[src/rtl/stopwatch_bcd_counter.sv]
// BCD stopwatch (cs/sec/min) driven by the RTC base tick, with start/stop, clear and lap freeze.
// Count and outputs update one i_sclk edge after the step; no backpressure, steps while stopped are dropped.
module stopwatch_bcd_counter #(
  parameter int EDGE_MODE = 1,
  parameter int MIN_MAX   = 59
) (
  input  logic       i_sclk,
  input  logic       i_reset_n,
  input  logic       i_base_tick,
  input  logic       i_start_stop,
  input  logic       i_clear,
  input  logic       i_lap,
  output logic       o_timerenb,
  output logic [7:0] o_cs_bcd,
  output logic [7:0] o_sec_bcd,
  output logic [7:0] o_min_bcd,
  output logic       o_running,
  output logic       o_lap_active,
  output logic       o_rollover
);

  localparam logic [1:0] ST_STOPPED = 2'd0;
  localparam logic [1:0] ST_RUNNING = 2'd1;
  localparam logic [1:0] ST_LAP     = 2'd2;

  localparam logic [7:0] MIN_MAX_BCD = {4'(MIN_MAX / 10), 4'(MIN_MAX % 10)};

  logic [1:0] r_state;
  logic       r_tick_d;
  logic [7:0] r_cs, r_sec, r_min;
  logic [7:0] r_lap_cs, r_lap_sec, r_lap_min;
  logic       r_rollover;

  logic       w_step;
  logic       w_take;
  logic       w_cs_wrap, w_sec_wrap, w_min_wrap;
  logic [7:0] w_inc_cs, w_inc_sec, w_inc_min;

  function automatic logic [7:0] bcd_inc(input logic [7:0] v, input logic wrap);
    logic [7:0] r;
    if (wrap)
      r = 8'h00;
    else if (v[3:0] == 4'd9)
      r = {v[7:4] + 4'd1, 4'd0};
    else
      r = {v[7:4], v[3:0] + 4'd1};
    return r;
  endfunction

  assign w_step = (EDGE_MODE != 0) ? (i_base_tick ^ r_tick_d) : (i_base_tick & ~r_tick_d);
  assign w_take = w_step && (r_state != ST_STOPPED) && !i_clear;

  assign w_cs_wrap  = (r_cs == 8'h99);
  assign w_sec_wrap = (r_sec == 8'h59);
  assign w_min_wrap = (r_min == MIN_MAX_BCD);

  assign w_inc_cs  = bcd_inc(r_cs, w_cs_wrap);
  assign w_inc_sec = w_cs_wrap ? bcd_inc(r_sec, w_sec_wrap) : r_sec;
  assign w_inc_min = (w_cs_wrap && w_sec_wrap) ? bcd_inc(r_min, w_min_wrap) : r_min;

  always_ff @(posedge i_sclk or negedge i_reset_n) begin
    if (!i_reset_n) begin
      r_state    <= ST_STOPPED;
      r_tick_d   <= 1'b0;
      r_cs       <= 8'h00;
      r_sec      <= 8'h00;
      r_min      <= 8'h00;
      r_lap_cs   <= 8'h00;
      r_lap_sec  <= 8'h00;
      r_lap_min  <= 8'h00;
      r_rollover <= 1'b0;
    end else begin
      r_tick_d <= i_base_tick;
      if (i_clear) begin
        r_state    <= ST_STOPPED;
        r_cs       <= 8'h00;
        r_sec      <= 8'h00;
        r_min      <= 8'h00;
        r_lap_cs   <= 8'h00;
        r_lap_sec  <= 8'h00;
        r_lap_min  <= 8'h00;
        r_rollover <= 1'b0;
      end else begin
        r_rollover <= w_take && w_cs_wrap && w_sec_wrap && w_min_wrap;
        if (w_take) begin
          r_cs  <= w_inc_cs;
          r_sec <= w_inc_sec;
          r_min <= w_inc_min;
        end
        case (r_state)
          ST_STOPPED: if (i_start_stop) r_state <= ST_RUNNING;
          ST_RUNNING: begin
            if (i_start_stop) begin
              r_state <= ST_STOPPED;
            end else if (i_lap) begin
              // Freeze the count the user was looking at when lap was pressed.
              r_state   <= ST_LAP;
              r_lap_cs  <= r_cs;
              r_lap_sec <= r_sec;
              r_lap_min <= r_min;
            end
          end
          ST_LAP: begin
            if (i_start_stop)
              r_state <= ST_STOPPED;
            else if (i_lap)
              r_state <= ST_RUNNING;
          end
          default: r_state <= ST_STOPPED;
        endcase
      end
    end
  end

  assign o_running    = (r_state != ST_STOPPED);
  assign o_timerenb   = o_running;
  assign o_lap_active = (r_state == ST_LAP);
  assign o_rollover   = r_rollover;
  assign o_cs_bcd     = o_lap_active ? r_lap_cs  : r_cs;
  assign o_sec_bcd    = o_lap_active ? r_lap_sec : r_sec;
  assign o_min_bcd    = o_lap_active ? r_lap_min : r_min;

endmodule
[config.mk]
export PLATFORM = sky130hd
export DESIGN_NAME = stopwatch_bcd_counter
export DESIGN_NICKNAME = d
export VERILOG_FILES = /design/src/rtl/stopwatch_bcd_counter.sv
export SDC_FILE = /design/constraint.sdc
export NUM_CORES = 1
export LEC_CHECK = 0
export CAP_MARGIN = 0
export CORE_MARGIN = 4
export CORE_UTILIZATION = 56
export DETAILED_ROUTE_END_ITERATION = 8
export PLACE_DENSITY_LB_ADDON = 0.3
export SETUP_SLACK_MARGIN = 0.15
export SYNTH_ARGS = -nofsm -noshare
export SYNTH_HDL_FRONTEND = slang
export SYNTH_SLANG_ARGS = --single-unit
[constraint.sdc]
create_clock -name i_sclk -period 2.04 [get_ports i_sclk]
set_input_delay 0.408 -clock i_sclk [delete_from_list [all_inputs] [get_ports i_sclk]]
set_output_delay 0.408 -clock i_sclk [all_outputs]
set_load 0.01 [all_outputs]
run_1/layers.png
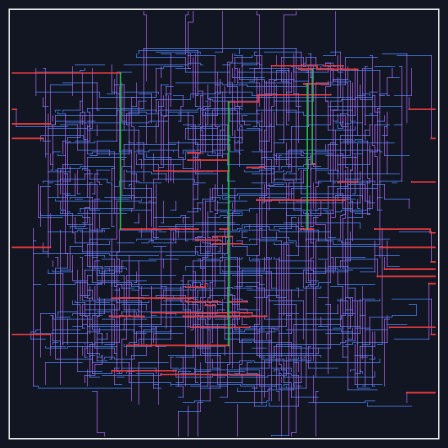
M1 -> blue  # wire length 3410 µm
M3 -> red  # wire length 377 µm
M4 -> green  # wire length 120 µm
M2 -> purple  # wire length 3800 µm

run_1/route_heat.png
The die is cut into 16 by 16 equal tiles; dark blue is low, red is high, scaled to the fullest tile. Values are wire area over tile area, all layers added.
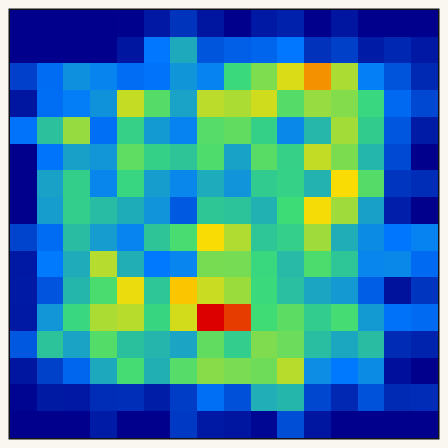
fullest tile = 0.60
mean over tiles = 0.19
nearly empty tiles = 12%
tiles over half the peak = 22%
densest ninth of the die = center

==> out/metrics.cfg, run 1 <==
[critical_path]
cell_chain_of_the_critical_path=nand2b_4, buf_6, buf_12, buf_12, mux2_4, buf_6
crit_arrival_ps=1650
critical-path-max-stage-delay_ps=390
total_buffers_and_inverters_traversed_by_the_critical_path=4
critical_path.startpoint=r_state[0]

[final_timing]
final_period_minus_worst_setup_slack_ps=2060
finalWorstSetupSlack_ps=-21.4
maxClockFrequency_ghz=0.485
finClkSkew_ps=10.8
timing_worst_slew_pin_value_ps=365
timing.final.setup_violations=1

[clock_network]
ctsHtreeMaxLevel=2
clock_transition_at_the_register_clock_pins_on_the_worst_setup_and_hold_paths_after_cts_ps=90
worst_skew_pair.late_latency_ps=320

[synthesis]
net_count_after_synthesis=331
yosys_area_um2=2910
dominant_cell_type_by_area_after_synthesis=sky130_fd_sc_hd__dfrtp_1
syn-instance-count=313
edf_count=0
yosys_warnings=0

[placed_design]
detailedPlacementHpwl_um=4180
numPlacedInstances=420

[floorplanning]
die.size.y_um=80.1
io_pins=34

[flow_run]
warning_count=34

[grt]
first_global_vias=2424

[power]
sequentialPowerShare_pct=54.1
ir_worst_vdd_mv=0.293
combPwrFrac_pct=8.9
power.net_switching_mw=0.450

[cells_and_area]
nets=396

[worst_hold_path]
hold_path.class=input pin to asynchronous set/reset pin

[status]
failed_checks=negative setup slack
outcome=complete, but fails checks

run_1/pinout.png
Pins as bars across the die edge, other pins in gray.
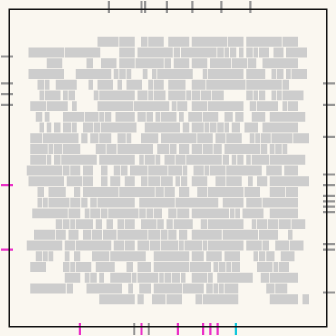
o_min_bcd -> magenta  # pins 8, direction output, edge 6 bottom, 2 left
o_lap_active -> cyan  # pins 1, direction output, edge bottom
all pins by edge = 12 right, 9 bottom, 7 top, 6 left

-- run 1: cells in the final DEF, fill, tap and decap left out, drive strengths merged, types with 3 or more instances in the layout --
| master | n |
|---|---|
| clkbuf | 6 |
| nand2 | 58 |
| mux2 | 25 |
| a21oi | 43 |
| nor2b | 3 |
| and2 | 5 |
| o21ai | 13 |
| and3b | 6 |
| nand3 | 10 |
| dfrtp | 52 |
| clkdlybuf4s15 | 3 |
| nor3 | 3 |
| inv | 10 |
| nand4 | 6 |
| clkdlybuf4s50 | 4 |
| ha | 12 |
| nor2 | 7 |
| buf | 68 |
| or4 | 9 |
| or3 | 11 |
-- run 1: cell usage after synthesis, drive strengths merged (2+ instances only) --
cell    number
o21ai       13
buf          5
nor4b        2
mux2        25
or2          2
and3b        6
mux2i        2
nand2       58
o31ai        2
a21oi       43
ha          12
clkbuf      16
o211ai       2
inv         10
nor2b        3
and2         5
dfrtp       52
nor3         3
nand3       10
nor2         7
nand4        3
or4          9
or3         11
nand3b       2
-- run 1: cell type report --
class / count / area, µm²
Clock buffer: 6 / 72.6
Clock inverter: 2 / 35.0
Fill cell: 307 / 906
Inverter: 10 / 37.5
Multi-Input combinational cell: 233 / 1670
Sequential cell: 52 / 1300
Tap cell: 67 / 83.8
Timing Repair Buffer: 76 / 771
-- run 1: worst paths after layout --
path	slack (ps)	cells past startpoint	end
min in group i_sclk	460	1	r_tick_d
hold reg to reg	520	2	r_lap_sec[0]
setup / recovery	-20	6	o_sec_bcd[2]
setup reg to reg	80	6	r_min[4]
hold / removal	70	2	r_lap_min[5]
max in group asynchronous	1720	2	r_min[0]
-- run 1: power groups by stage --
stage               Sequential [mW]  Clock (mW)  Combinational (mW)
floorplan                      1.06           0              0.0579
CTS                            1.04       0.718               0.151
global placement               1.06           0               0.135
detailed placement             1.06           0               0.138
global route                   1.04       0.758               0.185
finish                         1.04       0.710               0.171
-- run 1: logic make-up (layout without fill, tap and decap cells) --
logic type | after synthesis | after routing | share of synthesized area (%)
adders and majority gates | 12 | 12 | 5.15
DFF | 52 | 52 | 44.7
AOI/OAI and AO/OA | 64 | 64 | 11.9
xor gates and xnor gates | 1 | 1 | 0.558
buffers and inverters | 31 | 94 | 4.68
and+or+nand+nor | 126 | 129 | 22.8
muxes | 27 | 27 | 10.3
-- run 1: registers in the layout (all words and copies together) (netlist names) --
name        cells
o_rollover      1
r_lap_sec       8
r_sec           8
r_state         2
r_min           8
r_cs            8
r_lap_min       8
r_lap_cs        8
r_tick_d        1
-- run 1: routing by layer --
metal  part of all wire [%]  GRT usage (%)  wire [µm]
met2                     49           38.4       3800
met1                     44           30.4       3410
met3                    4.9           5.49        376
met5                      0              0          0
met4                    1.5           6.93        119
-- run 1: timing repair --
item,4_1_cts,5_1_grt
setup buffers,5,9
pin swaps,2,15
hold buffers,0,0
setup endpoints to repair,37,38
resized,133,44
cloned,2,2
==> run 2: changes to the inputs <==
HOLD_SLACK_MARGIN = 0.02   (was not set)
run_2/layers.png
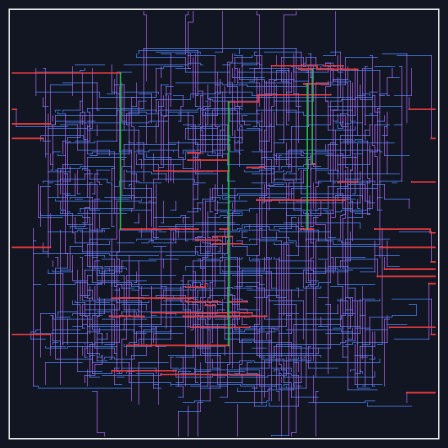
M3 -> red  # wire length 377 µm
M1 -> blue  # wire length 3410 µm
M4 -> green  # wire length 120 µm
M2 -> purple  # wire length 3800 µm

==> run 2 against run 1 <==
  * The run still ends with negative setup slack left
  * Die area unchanged
  * Maximum frequency did not move
  * Cell count stayed put
  * Clock power barely moved
  * Register-to-register slack barely moved
  * Non-clock buffer count did not move
  * Largest power group unchanged
==> out/metrics.cfg, run 2 <==
[status]
outcome=complete, but fails checks
failed_checks=negative setup slack

[placed_design]
detailedPlacementHpwl_um=4180  ; unchanged
numPlacedInstances=420  ; unchanged

[critical_path]
critical-path-max-stage-delay_ps=390  ; about the same
cell_chain_of_the_critical_path=nand2b_4, buf_6, buf_12, buf_12, mux2_4, buf_6
crit_arrival_ps=1650  ; about the same
rr_endpoint=r_min[4]
worst_reg2reg_path_depth=6  ; unchanged

[grt]
first_global_vias=2424  ; unchanged
gr-usage-met3_pct=5.49  ; unchanged

[synthesis]
syn-instance-count=313  ; unchanged
yosys_warnings=0  ; unchanged
ys_cells=313
yosys_area_um2=2910  ; unchanged
yosys-top-cells-count=sky130_fd_sc_hd__nand2_1 (58), sky130_fd_sc_hd__dfrtp_1 (52), sky130_fd_sc_hd__a21oi_1 (43)
netlist.top_cell.by_instances=sky130_fd_sc_hd__nand2_1
edf_count=0  ; unchanged
net_count_after_synthesis=331  ; unchanged

[final_timing]
timing_worst_slew_pin_value_ps=365  ; unchanged
timing.final.setup_violations=1  ; unchanged
finalWorstSetupSlack_ps=-21.4  ; unchanged
finClkSkew_ps=10.8  ; unchanged
final_period_minus_worst_setup_slack_ps=2060  ; unchanged
hold_viol=0
maxClockFrequency_ghz=0.485  ; unchanged

[clock_network]
worst_skew_pair.late_latency_ps=320  ; about the same
cts-hold-fix-buffers=0  ; unchanged
ctsHtreeMaxLevel=2  ; unchanged
clock_transition_at_the_register_clock_pins_on_the_worst_setup_and_hold_paths_after_cts_ps=90  ; about the same

[cells_and_area]
final_cell_mix=sky130_fd_sc_hd__nand2_1 (58), sky130_fd_sc_hd__dfrtp_1 (50), sky130_fd_sc_hd__a21oi_1 (37)
nets=396  ; unchanged
fillCellCount=307  ; unchanged

[worst_hold_path]
hold_path.class=input pin to asynchronous set/reset pin

[power]
ir_worst_vdd_mv=0.293  ; unchanged

[floorplanning]
die.size.y_um=80.1  ; unchanged
io_pins=34  ; unchanged

[flow_run]
warning_count=34  ; unchanged

## run 2: cell counts in the layout (fill, tap and decap cells not counted)
Identical to the previous run, type by type.
## run 2: area by class of cell
class,instances,area (µm²),share of cell area (%)
timing repair buffer,76,771,19.4
multi-input combinational,233,1670,42.0
clock inverter,2,35.0,0.882
inverter,10,37.5,0.945
sequential,52,1300,32.8
clock buffer,6,72.6,1.83
tap,67,83.8,2.11
## run 2: through the flow
stage	hold WS (ps)	setup TNS (ps)	power (mW)
after global placement	423	-2070	1.19
final	74.5	-21.4	1.92
after floorplan	112	0	1.12
after detailed placement	426	-2360	1.20
after global routing	93.9	-126	1.98
after CTS	88.3	-12.5	1.91
## run 2: how the worst max path moves through the flow
stage	cells after the start	to	slack (ps)	from
4_1_cts	6	o_sec_bcd[2]	-10	r_state[0]
6_report	6	o_sec_bcd[2]	-20	r_state[0]
3_5_place_dp	5	r_min[1]	-190	i_base_tick
3_3_place_gp	6	r_sec[7]	-180	i_base_tick
2_1_floorplan	4	o_min_bcd[0]	170	r_state[1]
5_1_grt	6	o_sec_bcd[2]	-50	r_state[0]
## run 2: power breakdown
| group | internal [mW] | switching [mW] | total, mW |
|---|---|---|---|
| logic | 0.0697 | 0.101 | 0.171 |
| registers | 1.03 | 0.00378 | 1.04 |
| clock network | 0.365 | 0.345 | 0.710 |
| total | 1.47 | 0.450 | 1.92 |
## run 2: per-layer routing
metal | vias to the layer above | part of all wire, %
li1 | 1234 | -
met1 | 1278 | 44
met2 | 74 | 49
met3 | 11 | 4.9
met4 | 0 | 1.5
met5 | - | 0
## run 2: cells by family (layout without fill, tap and decap cells)
kind of cell | after synthesis | count (layout) | share of synthesized area, %
and+or+nand+nor | 126 | 129 | 22.8
AOI/OAI and AO/OA | 64 | 64 | 11.9
DFF | 52 | 52 | 44.7
buffers and inverters | 31 | 94 | 4.68
muxes | 27 | 27 | 10.3
adders and majority gates | 12 | 12 | 5.15
xor gates and xnor gates | 1 | 1 | 0.558
## run 2: timing repair
action                     in CTS  in global routing
gates resized                 133                 44
setup endpoints to repair      37                 38
buffers inserted                5                  9
cloned                          2                  2
pin swaps                       2                 15
## run 2: worst max-delay path: cells and delay by family (launching register included)
| kind | cells | cell delay (ps) |
|---|---|---|
| buffers and inverters | 4 | 490 |
| DFF | 1 | 390 |
| muxes | 1 | 300 |
| and+or+nand+nor | 1 | 170 |
==> run 3: changes to the inputs <==
CORE_ASPECT_RATIO = 0.6   (was not set)
run_3/pinout.png
Pins as bars across the die edge, other pins in gray.
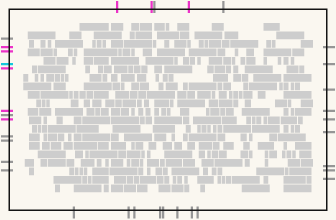
o_lap_active -> cyan  # pins 1, direction output, edge left
o_min_bcd -> magenta  # pins 8, direction output, edge 5 left, 3 top

==> run 3 against run 2 <==
  * Worst setup slack improved by 93 ps
  * The flow now finishes without violations
  * Total power decreased by 1.7%
  * Non-clock buffer count decreased by 8
  * Hold slack improved by 0.74 ps
  * Clock power decreased by 0.7%
  * Global-route usage increased by 0.18 points
  * Combinational power decreased by 16%
  * First-iteration DRC count decreased by 1.0%
  * Core utilization decreased by 7.9 points
==> out/metrics.cfg, run 3 <==
[synthesis]
yosys-dominant-comb-family=simple AND/OR/NAND/NOR gates
yosys_warnings=0  ; unchanged
syn-instance-count=313  ; unchanged
yosys_area_um2=2910  ; unchanged
netlist.top_cell.by_instances=sky130_fd_sc_hd__nand2_1
ys_cells=313  ; unchanged

[critical_path]
cell_chain_of_the_critical_path=nand2b_4, buf_6, buf_12, mux2_4, buf_6
total_buffers_and_inverters_traversed_by_the_critical_path=3  ; -1
critPathTopFamily=buffers and inverters

[worst_hold_path]
hold_path.class=input pin to asynchronous set/reset pin

[clock_network]
worst_skew_pair.late_latency_ps=300  ; -20 ps
cts-hold-fix-buffers=0  ; unchanged
clock_transition_at_the_register_clock_pins_on_the_worst_setup_and_hold_paths_after_cts_ps=100  ; about the same

[floorplanning]
io_pins=34  ; unchanged
die.size.y_um=63.9  ; -20%

[cells_and_area]
nets=385  ; -2.8%
final_cell_mix=sky130_fd_sc_hd__nand2_1 (58), sky130_fd_sc_hd__dfrtp_1 (51), sky130_fd_sc_hd__a21oi_1 (38)

[grt]
first_global_vias=2444  ; +0.83%

[final_timing]
setup_total_negative_slack_ps=0  ; +21.4 ps
worst_hold_slack_ps=75.3  ; +0.742 ps
maxClockFrequency_ghz=0.508  ; +4.7%

[status]
outcome=complete, no violations

[placed_design]
detailedPlacementHpwl_um=4520  ; +8.1%

==> run 3: cell counts after synthesis <==
Identical to the previous run, type by type.
==> run 3: path summary, 6_finish.rpt <==
kind                        startpoint           to  slack (ps)  cells past startpoint
setup / recovery            r_state[0]  o_cs_bcd[5]          70                      5
setup reg to reg               r_cs[5]     r_min[2]         160                      7
max in group asynchronous    i_reset_n     r_min[0]        1700                      2
hold / removal               i_reset_n  r_lap_cs[6]          80                      2
hold reg to reg            r_lap_cs[0]  r_lap_cs[0]         520                      2
min in group i_sclk        i_base_tick     r_tick_d         410                      1
==> run 3: cell type report <==
type,instances,area [µm²],share of cell area (%)
Clock buffer,6,72.6,1.95
Clock inverter,2,35.0,0.942
Inverter,10,37.5,1.01
Multi-Input combinational cell,230,1560,41.9
Sequential cell,52,1300,35.0
Tap cell,66,82.6,2.22
Timing Repair Buffer,68,632,17.0
==> run 3: per-layer routing <==
layer	vias to the layer above	track usage (%)	share of wire [%]
met3	2	5.13	5.7
li1	1209	-	-
met1	1204	35.9	49
met2	61	34.4	45
met4	0	4.15	0.26
met5	-	0	0
==> run 3: metrics by stage <==
step	std cells	area [µm²]	utilization [%]	total power [mW]
after floorplan	313	2920	-	1.12
after global placement	421	3490	69.0	1.19
after detailed placement	421	3490	69.0	1.19
after CTS	433	3660	72.4	1.89
after global routing	434	3720	73.6	1.97
final	434	3720	73.6	1.89
==> run 3: worst reg2reg max path: stages (launching register included) <==
cell	delay, ps
sky130_fd_sc_hd__dfrtp_1	390
sky130_fd_sc_hd__inv_1	60
sky130_fd_sc_hd__ha_2	150
sky130_fd_sc_hd__and3b_2	250
sky130_fd_sc_hd__nand4_4	120
sky130_fd_sc_hd__buf_12	170
sky130_fd_sc_hd__or4_4	520
sky130_fd_sc_hd__a21oi_2	150
==> run 3: logic make-up (layout without fill, tap and decap cells) <==
kind of cell             count (synthesis)  in the layout
AND/OR/NAND/NOR                        126            126
AND-OR/OR-AND                           64             64
flip-flops                              52             52
buffers and inverters                   31             86
multiplexers                            27             27
adder cells (fa/ha/maj)                 12             12
XOR/XNOR                                 1              1
==> run 3: repair_timing <==
action	CTS	global route
endpoints found under the setup margin	35	39
gates cloned	1	0
buffers inserted	3	1
gates resized	92	58
pin swaps	1	2
==> run 3: power breakdown <==
group,leakage [nW],switching (mW),total [mW],internal [mW]
registers,0.721,0.00288,1.04,1.03
clock network,0.0552,0.340,0.705,0.365
logic,0.919,0.0875,0.143,0.0558

==> screenshots <==
Logic cells by family.
Scale bar: 20 µm.
panel A
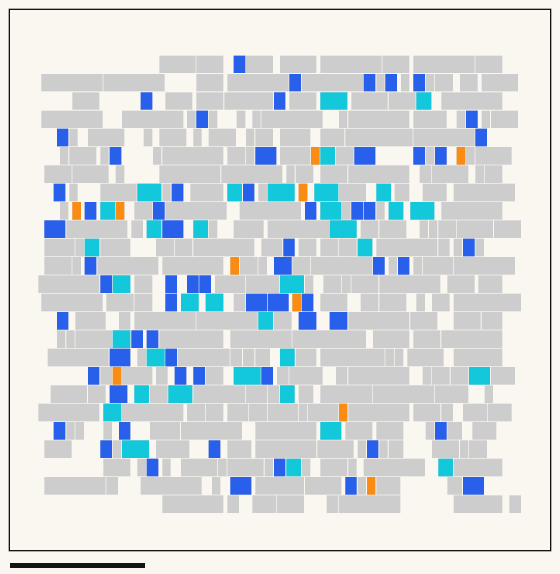
panel B
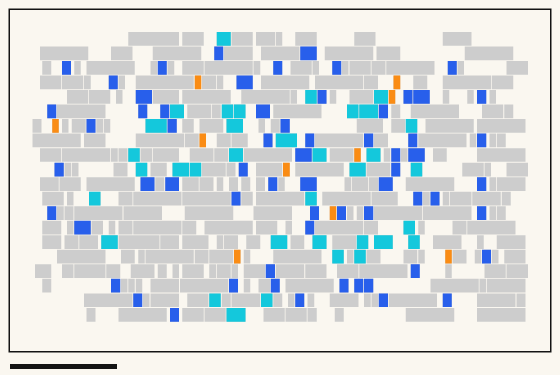
panel B -> run 3
panel A -> run 2

Key to panel B:
aoi and oai cells -> blue  # cells 63, most used a21oi_1, where widely spread
and/or cells -> cyan  # cells 35, most used or3_1
inv cells -> orange  # cells 10, most used inv_1

Power and IR drop assume default switching activity.
